### config.mk
export PLATFORM = sky130hd
export DESIGN_NAME = prog_delay_line
export DESIGN_NICKNAME = d
export VERILOG_FILES = /design/src/rtl/cdr_pkg.sv /design/src/rtl/dly_stage.sv /design/src/rtl/prog_delay_line.sv
export SDC_FILE = /design/constraint.sdc
export NUM_CORES = 1
export LEC_CHECK = 0
export CORE_ASPECT_RATIO = 0.75
export CORE_MARGIN = 3
export CORE_UTILIZATION = 45
export DETAILED_ROUTE_END_ITERATION = 12
export SLEW_MARGIN = 15
export SYNTH_ARGS = -nofsm -noshare
export SYNTH_HDL_FRONTEND = slang
export SYNTH_HIERARCHICAL = 1
export SYNTH_SLANG_ARGS = --single-unit
### constraint.sdc
create_clock -name clk -period 2.6 [get_ports clk]
set_clock_uncertainty 0.2 [all_clocks]
set_input_delay 0.52 -clock clk [delete_from_list [all_inputs] [get_ports clk]]
set_output_delay 0.52 -clock clk [all_outputs]
set_load 0.03 [all_outputs]
### src/rtl/cdr_pkg.sv
`default_nettype none
// +------------------------------------------------------------------+
// | cdr_pkg : shared constants, clog2 helper and tap-select type     |
// | Revision: 1.0                                                    |
// +------------------------------------------------------------------+
package cdr_pkg;

  function automatic int clog2(input int value);
    int r;
    for (r = 0; (1 << r) < value; r++) begin
    end
    return r;
  endfunction

  localparam int DEF_WIDTH = 8;
  localparam int DEF_DEPTH = 16;
  localparam int DEF_SEL_W = clog2(DEF_DEPTH + 1);

  // Tap-select word, also consumed by the phase-alignment controller
  typedef logic [DEF_SEL_W-1:0] sel_t;

endpackage
`default_nettype wire

### src/rtl/dly_stage.sv
`default_nettype none
// +------------------------------------------------------------------+
// | dly_stage : one delay-line register (word plus valid bit)        |
// | Revision: 1.0                                                    |
// +------------------------------------------------------------------+
module dly_stage #(
  parameter int W = 9
) (
  input  logic         clk,
  input  logic         rst,
  input  logic         clr,
  input  logic         en,
  input  logic [W-1:0] d,
  output logic [W-1:0] q
);

  logic [W-1:0] q_q;
  logic [W-1:0] q_d;

  // Flush outranks shift so a same-cycle clr discards the incoming word
  always_comb begin
    q_d = q_q;
    if (clr)     q_d = '0;
    else if (en) q_d = d;
  end

  always_ff @(posedge clk or posedge rst) begin
    if (rst) q_q <= '0;
    else     q_q <= q_d;
  end

  assign q = q_q;

endmodule
`default_nettype wire

### src/rtl/prog_delay_line.sv
`default_nettype none
// +------------------------------------------------------------------+
// | prog_delay_line : programmable-depth delay line with valid bits  |
// | Revision: 1.0                                                    |
// +------------------------------------------------------------------+
module prog_delay_line
  import cdr_pkg::*;
#(
  parameter int WIDTH = DEF_WIDTH,
  parameter int DEPTH = DEF_DEPTH,
  parameter int SEL_W = clog2(DEPTH + 1)
) (
  input  logic             clk,
  input  logic             rst,
  input  logic             en,
  input  logic             clr,
  input  logic [WIDTH-1:0] din,
  input  logic             din_valid,
  input  logic [SEL_W-1:0] dly_sel,
  output logic [WIDTH-1:0] dout,
  output logic             dout_valid,
  output logic             sel_err
);

  localparam logic [SEL_W-1:0] C_DEPTH_SEL = SEL_W'(DEPTH);
  localparam logic [SEL_W-1:0] C_ONE_SEL   = SEL_W'(1);

  logic [WIDTH:0] chain_in [1:DEPTH];
  logic [WIDTH:0] stage_q  [1:DEPTH];

  assign chain_in[1] = {din_valid, din};

  for (genvar k = 1; k <= DEPTH; k++) begin : g_stage
    if (k > 1) begin : g_link
      assign chain_in[k] = stage_q[k-1];
    end
    dly_stage #(.W(WIDTH + 1)) u_stage (
      .clk (clk),
      .rst (rst),
      .clr (clr),
      .en  (en),
      .d   (chain_in[k]),
      .q   (stage_q[k])
    );
  end

  logic [SEL_W-1:0] sel_q, sel_d;
  logic             sel_err_q, sel_err_d;

  always_comb begin
    sel_d     = dly_sel;
    sel_err_d = 1'b0;
    if (dly_sel == '0) begin
      sel_d     = C_ONE_SEL;
      sel_err_d = 1'b1;
    end else if (dly_sel > C_DEPTH_SEL) begin
      sel_d     = C_DEPTH_SEL;
      sel_err_d = 1'b1;
    end
  end

  // Tap select tracks dly_sel every edge, regardless of en/clr
  always_ff @(posedge clk or posedge rst) begin
    if (rst) begin
      sel_q     <= C_ONE_SEL;
      sel_err_q <= 1'b0;
    end else begin
      sel_q     <= sel_d;
      sel_err_q <= sel_err_d;
    end
  end

  logic [WIDTH:0] tap;

  always_comb begin
    tap = '0;
    for (int k = 1; k <= DEPTH; k++) begin
      if (sel_q == SEL_W'(k)) tap = stage_q[k];
    end
  end

  assign dout       = tap[WIDTH-1:0];
  assign dout_valid = tap[WIDTH];
  assign sel_err    = sel_err_q;

endmodule
`default_nettype wire
==> notes.md, run 1 <==
The run finished, with violations left. The checks that failed: setup timing. The floorplan report gives the top-level pin count as 28. Sequential elements use 48.8% of the synthesized area. Per the timing report, the biggest fanout along the worst path comes to 4. The synthesized netlist devotes 14.3% of its cell area to simple gates. The power report shows net switching accounting for 24.8% of the total.

The logs give 7700 um^2 for the netlist area before placement and 0 for the number of antenna violations at the first check in global routing. The script logs the mean routed wire length per placed instance as 22.0 um. The required time of the critical path was 1.88 ns.

For the final instance area, the log shows 9780 um^2. The depth of the worst register-to-register path works out to 2. The via count of the first global-routing pass came out at 6,344. The cell-mix breakdown from Yosys lists the compound-gate area share as 9.94%. The worst setup path is launched from a register. The first global-routing pass estimated 36,900 um of wire. The worst register-to-register path has a setup slack of 1.53 ns.

Share of total power in combinational logic: 11.6%. 0 antenna diodes ended up in the layout. The number of clock sinks came to 150.

The end-of-flow timing check tallies setup violations at 9. The run gives 600 nW/um^2 for the total power density per cell area. A synthesized cell averages 10.2 um^2.

Worst setup slack after layout: -0.725 ns. The placed instance area came out at 8580 um^2. The synthesized netlist cell count is 752. The iteration tally of the first detailed-router pass came out at 5. In this run the VDD rail shows a maximum IR drop of 0.340 mV.

The number of nets with antenna violations after routing was 0; the OpenROAD warning count was 32. Clock latency on the worst-skew pair, taken at its later pin, is 0.43 ns. The share of the core area taken by cells at floorplan is 47.1%.

According to the Yosys statistics, the synthesized design has a chip area of 7700 um^2. For the pin with the worst max-slew slack, the measured transition is 0.620 ns. After floorplanning, the die was sized to cover 18,700 um^2. Summing the areas of all xor and xnor instances in the mapped netlist gives 0% of the synthesized area.

Per the synthesis report, the adder-cell share of the synthesized area is 0.325%. The tools report the number of buffers inserted for hold repair after clock tree synthesis as 0. The top achievable clock speed was 301 MHz; the final-report hold violation count was 0. Summed over all failing endpoints, the final setup total negative slack is -6.12 ns. Of all power groups, the one with the highest power is clock. The script extracted a total leakage power of 0.00471 uW. The number of rows in the core area came out at 40.

STA lists the startpoint of the worst hold path as g_stage[16].u_stage/q[8]. The tools report the post-synth net total as 772. The tools report the number of CTS-inserted buffers as 17. The report gives the cell count of the worst hold path as 2.
==> run 1: state kept, by name, indices dropped and copies added (netlist names) <==
name,count
g_stage.u_stage/q,144
sel_err,1
sel_q,5
==> run 1: final cells by class <==
| class | instances | area (um^2) |
|---|---|---|
| Fill cell | 1359 | 6590 |
| Multi-Input combinational cell | 524 | 3870 |
| Tap cell | 210 | 263 |
| Sequential cell | 150 | 3760 |
| Clock buffer | 19 | 453 |
| Timing Repair Buffer | 121 | 1120 |
| Clock inverter | 13 | 216 |
| Inverter | 24 | 93.8 |
==> run 1: worst max-delay path by stage <==
stage | from | end | slack, ns | cells past startpoint
3_5_place_dp | sel_q[3] | dout[5] | -0.40 | 8
3_3_place_gp | sel_q[3] | dout[4] | -0.39 | 8
2_1_floorplan | sel_q[3] | dout[4] | -0.09 | 6
5_1_grt | sel_q[0] | dout[3] | -0.79 | 10
4_1_cts | sel_q[3] | dout[5] | -0.75 | 6
6_report | sel_q[1] | dout[6] | -0.72 | 6
==> run 1: stage by stage <==
stage | setup slack [ns] | utilization [%]
3_5_place_dp | -0.404 | 52.5
6_report | -0.725 | 59.8
3_3_place_gp | -0.392 | 52.5
2_1_floorplan | -0.0935 | -
5_1_grt | -0.786 | 59.8
4_1_cts | -0.754 | 58.8
==> run 1: layer usage <==
layer | up-vias | routed length, um | track usage, %
met4 | 0 | 255 | 5.15
met1 | 3196 | 11300 | 40.3
met3 | 21 | 1600 | 5.16
met2 | 272 | 10100 | 36.2
li1 | 2817 | - | -
met5 | - | 0 | 0
==> run 1: worst max-delay path: stages (launching register included) <==
cell	delay (ns)
dfrtp_2	0.45
or4b_4	0.61
o22ai_2	0.15
o22ai_2	0.13
a221o_1	0.41
a211oi_4	0.28
buf_6	0.16
==> run 1: Yosys cell counts, types with 3 or more instances <==
| cell | number | share of area, % |
|---|---|---|
| a211o_1 | 3 | 0.34 |
| a211oi_1 | 4 | 0.39 |
| a211oi_2 | 3 | 0.49 |
| a21oi_1 | 16 | 1.0 |
| a221o_1 | 5 | 0.65 |
| a221oi_1 | 11 | 1.3 |
| a22oi_1 | 4 | 0.39 |
| a31oi_1 | 6 | 0.49 |
| and3_1 | 6 | 0.49 |
| buf_1 | 16 | 0.78 |
| buf_2 | 12 | 0.78 |
| buf_6 | 17 | 2.5 |
| clkbuf_1 | 7 | 0.34 |
| dfrtp_1 | 149 | 48 |
| inv_1 | 24 | 1.2 |
| mux2_2 | 8 | 1.2 |
| mux2i_1 | 152 | 20 |
| nand2_1 | 14 | 0.68 |
| nand2b_1 | 9 | 0.73 |
| nand3_1 | 8 | 0.52 |
| nand3b_1 | 3 | 0.29 |
| nand4_1 | 4 | 0.32 |
| nor2_1 | 177 | 8.6 |
| nor2b_1 | 6 | 0.49 |
| nor3_1 | 11 | 0.71 |
| nor3b_1 | 4 | 0.39 |
| nor4_1 | 5 | 0.41 |
| o21ai_0 | 16 | 1.0 |
| o21bai_1 | 3 | 0.29 |
| o22ai_1 | 20 | 1.6 |
| o31ai_1 | 4 | 0.39 |
| o32ai_1 | 3 | 0.34 |
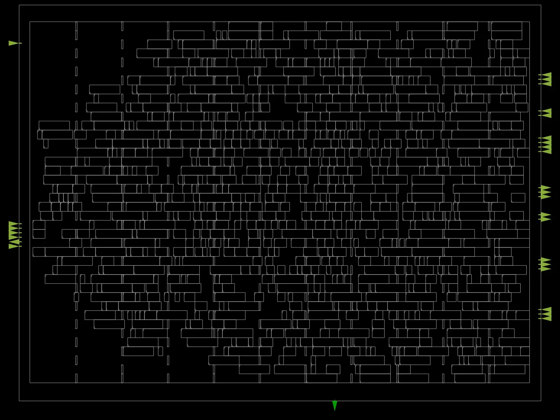
run_1/placed.png
FF+latch count: 150
sequential portion of the cell area: 38.4%
final instance count without filler cells: 1,061

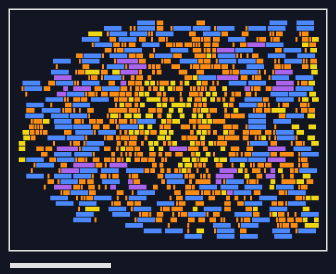
run_1/class_map.png
Scale bar: 50 um.
[purple] clock drivers and dummy loads | cells: 32 | share of their area: 7.0%
[orange] remaining logic cells | cells: 548 | share of their area: 42%
[blue] sequential cells | cells: 150 | share of their area: 39%
[yellow] remaining buffers and delay cells | cells: 121 | share of their area: 12%

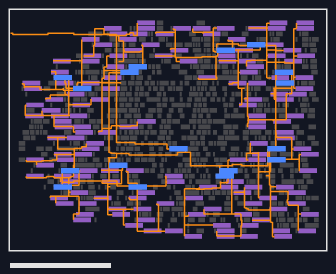
run_1/clock_wires.png
Scale bar: 50 um.
[purple] flip-flops | count: 150
[orange] clock wires | length: 1,970 um
[blue] clock-net drivers | count: 17
flops lie: spread over the die
routed clock nets: 18
share of total power in the clock network: 47.7%
power in the clock group: 2800 uW

==> run 2, diff against run 1 <==
CORE_ASPECT_RATIO = 1.2   (was 0.75)
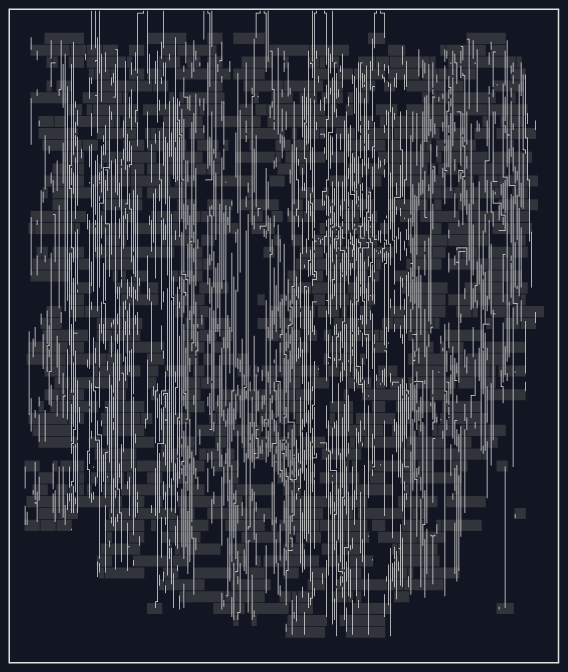
run_2/m2.png
Cells faint in the background.
nets with wire on the layer: 724
share of all routed wire: 51%
longest straight run: 66.6 um
wire length on this layer: 11,300 um

==> run 2 against run 1 <==
  * The flow still finishes with violations (setup timing)
  * Cell count is 0.75% lower
  * Clock power decreased by about 10%
  * Global-route usage down 1.1 points
  * Combinational power fell by 3.7%
  * Critical path depth is the same
  * Sequential power about the same
  * Critical path type unchanged
  * Largest cell class unchanged
  * Highest routed layer unchanged
==> notes.md, run 2 <==
The tools report the count of unique library cells instantiated by Yosys as 48 (unchanged). With the number of sinks driven by the clock tree at 150 (unchanged), the number of antenna violations at the first check in global routing is 0 (unchanged). For the number of nets with antenna violations after routing, the log shows 0 (unchanged). For the number of rows in the core area, the log shows 51 (was 40). Failing checks: setup timing (unchanged).

The number of buffers added on ports is 27 (unchanged). TritonCTS built the clock tree. For the synthesized netlist cell count, the log shows 752 (unchanged). The launching element type of the critical path was a register (unchanged).

Type of the setup path with the least slack: register to primary output (unchanged). With the area of the chip at 18,700 um^2 (about the same), the post-synthesis average cell area is 10.2 um^2 (unchanged). The number of CTS-inserted buffers was 17 (unchanged); the peak supply drop was 0.438 mV (was 0.340 mV). The tools report the post-synthesis sequential area ratio as 48.8% (unchanged).

The run gives 0 (unchanged) for the number of buffers inserted for hold repair after clock tree synthesis. The run finished, with violations left. The most frequently used cell type in the post-synthesis netlist is nor2_1 (unchanged).

The run gives 150 (unchanged) for the register bit total from synthesis. The insertion delay of the later-clocked pin in the worst-skew pair was 0.43 ns (about the same). The netlist area before placement was 7700 um^2 (unchanged); the transition time of the tightest slew-check pin was 0.499 ns (was 0.620 ns).

Element type at the critical path end: a primary output (unchanged). Leading post-synthesis cells by cell area: dfrtp_1 48%, mux2i_1 20%, nor2_1 8.6% (unchanged). The iteration tally of the first detailed-router pass came out at 5 (unchanged). Total grt overflow: 0 (unchanged). For the top achievable clock speed, the log shows 305 MHz (was 301 MHz). The area share of the leading cell type in the synthesized netlist works out to 48.4% (unchanged).

The run gives 1.88 ns (about the same) as the required time of the critical path. The starting utilization of the core area was 46.6% (was 47.1%). With the via count of the first global-routing pass at 6,335 (was 6,344), the yosys stat chip area is 7700 um^2 (unchanged).

Cell type contributing the most total cell area after synthesis: dfrtp_1 (unchanged). The classification of the worst-slack hold path was input pin to register (was register to register). The vertical die size came out at 149 um (was 119 um).

The post-synth net total was 772 (unchanged); the final-report hold violation count was 0 (unchanged). The post-synthesis cell count from yosys is 752 (unchanged), and the total power density per cell area is 583 nW/um^2 (was 600 nW/um^2). The setup-violating endpoint count in the final report is 9 (unchanged), and the I/O pin count is 28 (unchanged).

The tools report the minimum setup slack after placement as -0.291 ns (was -0.404 ns). The number of antenna cells inserted came out at 0 (unchanged). The run gives 0.00464 uW (was 0.00471 uW) as the leakage power of the design.

The run gives 30 (was 32) for the OpenROAD warning count. The number of flip-flops in the largest register works out to 144 (unchanged). The largest fanout of any net on the critical path is 4 (unchanged), and the worst setup slack after layout is -0.675 ns (was -0.725 ns). The run gives 21.1 um (was 22.0 um) for the mean routed wirelength per cell.
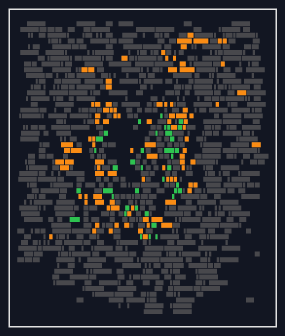
run_2/gates.png
[orange] aoi and oai cells | cells: 97
[green] nand cells | cells: 38 | where: center
final instance count without filler cells: 1,053
most common library cell in the layout ignoring fill and taps: nor2_1
logic gate fraction of the total cell area: 39.9%

[run 2: cell types whose count changed in the layout (fill, tap and decap cells not counted), sizes merged]
cell	before	now
buf	105	95
bufinv	5	3
clkbuf	19	18
clkinv	1	5
inv	27	26
[run 2: kinds of logic after synthesis]
family / count (synthesis) / synth area share, %
adders and majority gates: 2 / 0.325
buffers and inverters: 78 / 5.75
AOI/OAI and AO/OA: 109 / 9.94
DFF: 150 / 48.8
and+or+nand+nor: 253 / 14.3
muxes: 160 / 20.9
[run 2: what timing repair did]
item,CTS,global route
buffers inserted,2,3
pin swaps,14,13
setup endpoints to repair,9,9
gates resized,41,35
[run 2: path summary, 6_finish.rpt]
path	startpoint	endpoint	slack, ns	cells after the start
min in group asynchronous	rst	sel_q[4]	0.38	3
setup / recovery	sel_q[1]	dout[4]	-0.68	6
setup reg to reg	g_stage[10].u_stage/q[1]	g_stage[11].u_stage/q[1]	1.59	2
hold reg to reg	g_stage[16].u_stage/q[8]	g_stage[16].u_stage/q[8]	0.32	2
hold / removal	clr	g_stage[11].u_stage/q[1]	0.31	2
max in group asynchronous	rst	g_stage[14].u_stage/q[1]	1.45	3
[run 2: where the power goes]
group / leakage, uW / switching (uW) / internal, uW
Sequential: 0.00207 / 26.5 / 2360
Clock: 0.000283 / 1000 / 1520
Combinational: 0.00229 / 376 / 281
Total: 0.00464 / 1410 / 4160
[run 2: layout make-up]
cell class / count / area, um^2
well taps: 212 / 265
clock inverters: 14 / 178
clock buffers: 18 / 429
inverters: 24 / 90.1
flip-flops and latches: 150 / 3760
repair buffers: 111 / 1020
multi-input cells: 524 / 3800
fillers: 1422 / 6980
[run 2: worst max-delay path: stages, from the launching register on]
cell and delay (ns):
dfrtp_2 0.45, or4b_4 0.60, o22ai_2 0.18, o22ai_2 0.11
a221o_1 0.38, a211oi_4 0.25, buf_6 0.17
[run 2: per-layer routing]
layer	up-vias	routed length, um	global-route usage [%]
met2	136	11300	41.9
met1	2984	9340	30.6
li1	2800	-	-
met5	-	0	0
met4	0	783	10.1
met3	52	789	4.48
[run 2: per-stage QoR]
step / cell area (um^2) / hold slack (ns) / cells / setup TNS, ns / utilization, %
final: 9540 / 0.307 / 1053 / -5.44 / 57.7
after global routing: 9540 / 0.315 / 1053 / -6.08 / 57.7
after CTS: 9410 / 0.296 / 1052 / -5.48 / 56.9
after detailed placement: 8620 / 0.312 / 1018 / -2.18 / 52.2
after global placement: 8620 / 0.312 / 1018 / -2.00 / 52.2
after floorplan: 7760 / 0.110 / 752 / -0.195 / -
==> run 3, diff against run 2 <==
CORE_MARGIN = 8   (was 3)
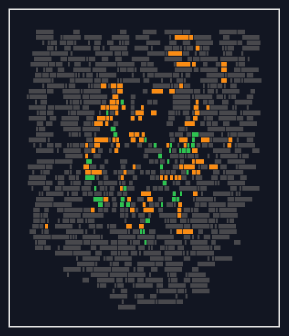
run_3/gates.png
[orange] aoi and oai cells | cells: 97
[green] nand cells | cells: 38 | where: center
logic gate fraction of the total cell area: 39.5%
final instance count without filler cells: 1,060

==> run 3 against run 2 <==
  * Global-route usage down 3.0 points
  * Highest routed layer unchanged
  * Wire length up 0.48%
  * Cell count up 0.66%
  * Largest cell class is now registers
  * Clock-buffer cell count up 1
  * Total power down 1.2%
  * Critical path type unchanged
  * Final area down 0.56%
  * The run still ends with setup timing left
==> notes.md, run 3 <==
With the number of buffers added on ports at 27 (unchanged), the post-synthesis cell count from yosys is 752 (unchanged). The switching power was 1410 uW (about the same). Number of sinks driven by the clock tree: 150 (unchanged). The run gives 7700 um^2 (unchanged) as the netlist area before placement. The post-synthesis average cell area works out to 10.2 um^2 (unchanged). The layer with the highest usage after global routing was met2 (unchanged). Total power density per cell area: 579 nW/um^2 (was 583 nW/um^2).

The tools report the sequential cell fraction of total power as 43.5% (was 42.9%). The run gives 159 um (was 149 um) for the vertical die size. Failing checks: setup timing (unchanged). With the core utilization of the finished layout at 56.3% (was 57.7%), the largest fanout of any net on the critical path is 13 (was 4). The run gives 305 MHz (about the same) as the top achievable clock speed. The run finished, with violations left. The tools report the setup-violating endpoint count in the final report as 9 (unchanged). The worst setup slack after layout is -0.673 ns (was -0.675 ns). Leading post-synthesis cells by cell area: dfrtp_1 48%, mux2i_1 20%, nor2_1 8.6% (unchanged). The transition time of the tightest slew-check pin was 0.623 ns (was 0.499 ns). The run gives 0 (unchanged) for the final-report hold violation count. Count of unique library cells instantiated by Yosys: 48 (unchanged). The number of flip-flops in the largest register is 144 (unchanged). The library cell appearing most often on the critical path was buf_12 (was o22ai_2).
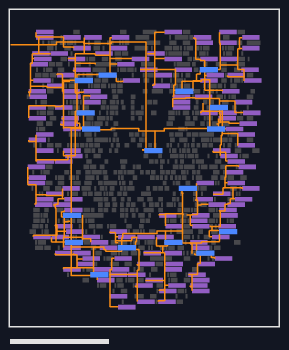
run_3/clock_wires.png
Scale bar: 50 um.
[blue] clock-net drivers | count: 17
[orange] clock wires | length: 1,890 um
[purple] flip-flops | count: 150
flops lie: spread over the die
share of total power in the clock network: 44.8%
power in the clock group: 2460 uW
Late-Pin Clk Latency: 0.43 ns

-- run 3: cell counts after synthesis --
Identical to the previous run, type by type.
-- run 3: cell type report --
type,count,area (um^2)
clock buffers,19,443
flip-flops and latches,150,3760
well taps,216,270
clock inverters,13,148
inverters,24,90.1
multi-input cells,524,3750
repair buffers,114,1030
fillers,1438,7360
-- run 3: metal layers --
| metal | part of all wire [%] | vias to the layer above | routed length [um] |
|---|---|---|---|
| met3 | 3.7 | 41 | 834 |
| li1 | - | 2799 | - |
| met4 | 2.7 | 0 | 612 |
| met5 | 0 | - | 0 |
| met1 | 42 | 3068 | 9350 |
| met2 | 52 | 164 | 11500 |
-- run 3: cells by family (layout without fill, tap and decap cells) --
group,count (synthesis),after routing,share of synthesized area [%]
and+or+nand+nor,253,253,14.3
muxes,160,160,20.9
DFF,150,150,48.8
AOI/OAI and AO/OA,109,109,9.94
buffers and inverters,78,170,5.75
adders and majority gates,2,2,0.325
-- run 3: repair_timing --
item                       4_1_cts  5_1_grt
setup buffers                    1        1
resized                         51        7
pin swaps                       10        7
setup endpoints to repair        9        9
-- run 3: power groups by stage --
stage | sequential [uW] | combinational, uW | clock [uW]
6_report | 2390 | 646 | 2460
3_5_place_dp | 2430 | 612 | 0
3_3_place_gp | 2430 | 604 | 0
5_1_grt | 2390 | 695 | 2610
4_1_cts | 2390 | 643 | 2490
2_1_floorplan | 2420 | 389 | 0
-- run 3: stage by stage --
step           cell area (um^2)  total power (uW)  instances
6_report                   9490              5490       1060
5_1_grt                    9490              5690       1060
4_1_cts                    9450              5520       1059
3_5_place_dp               8650              3040       1026
3_3_place_gp               8650              3030       1026
2_1_floorplan              7760              2810        752
-- run 3: worst paths after layout --
| path | endpoint | startpoint | cells after the start |
|---|---|---|---|
| setup reg to reg | g_stage[6].u_stage/q[4] | g_stage[5].u_stage/q[4] | 3 |
| setup / recovery | dout[1] | sel_q[0] | 7 |
| hold / removal | g_stage[16].u_stage/q[6] | g_stage[16].u_stage/q[6] | 2 |
| hold reg to reg | g_stage[16].u_stage/q[6] | g_stage[16].u_stage/q[6] | 2 |
| max in group asynchronous | g_stage[2].u_stage/q[0] | rst | 3 |
| min in group asynchronous | g_stage[14].u_stage/q[5] | rst | 2 |
-- run 3: worst reg2reg max path, delay by kind of cell (launching register included) --
family	cells	cell delay, ns
multiplexers	1	0.14
AND/OR/NAND/NOR	1	0.05
flip-flops	1	0.37
buffers and inverters	1	0.15
Power is estimated from default activity; no workload was simulated.
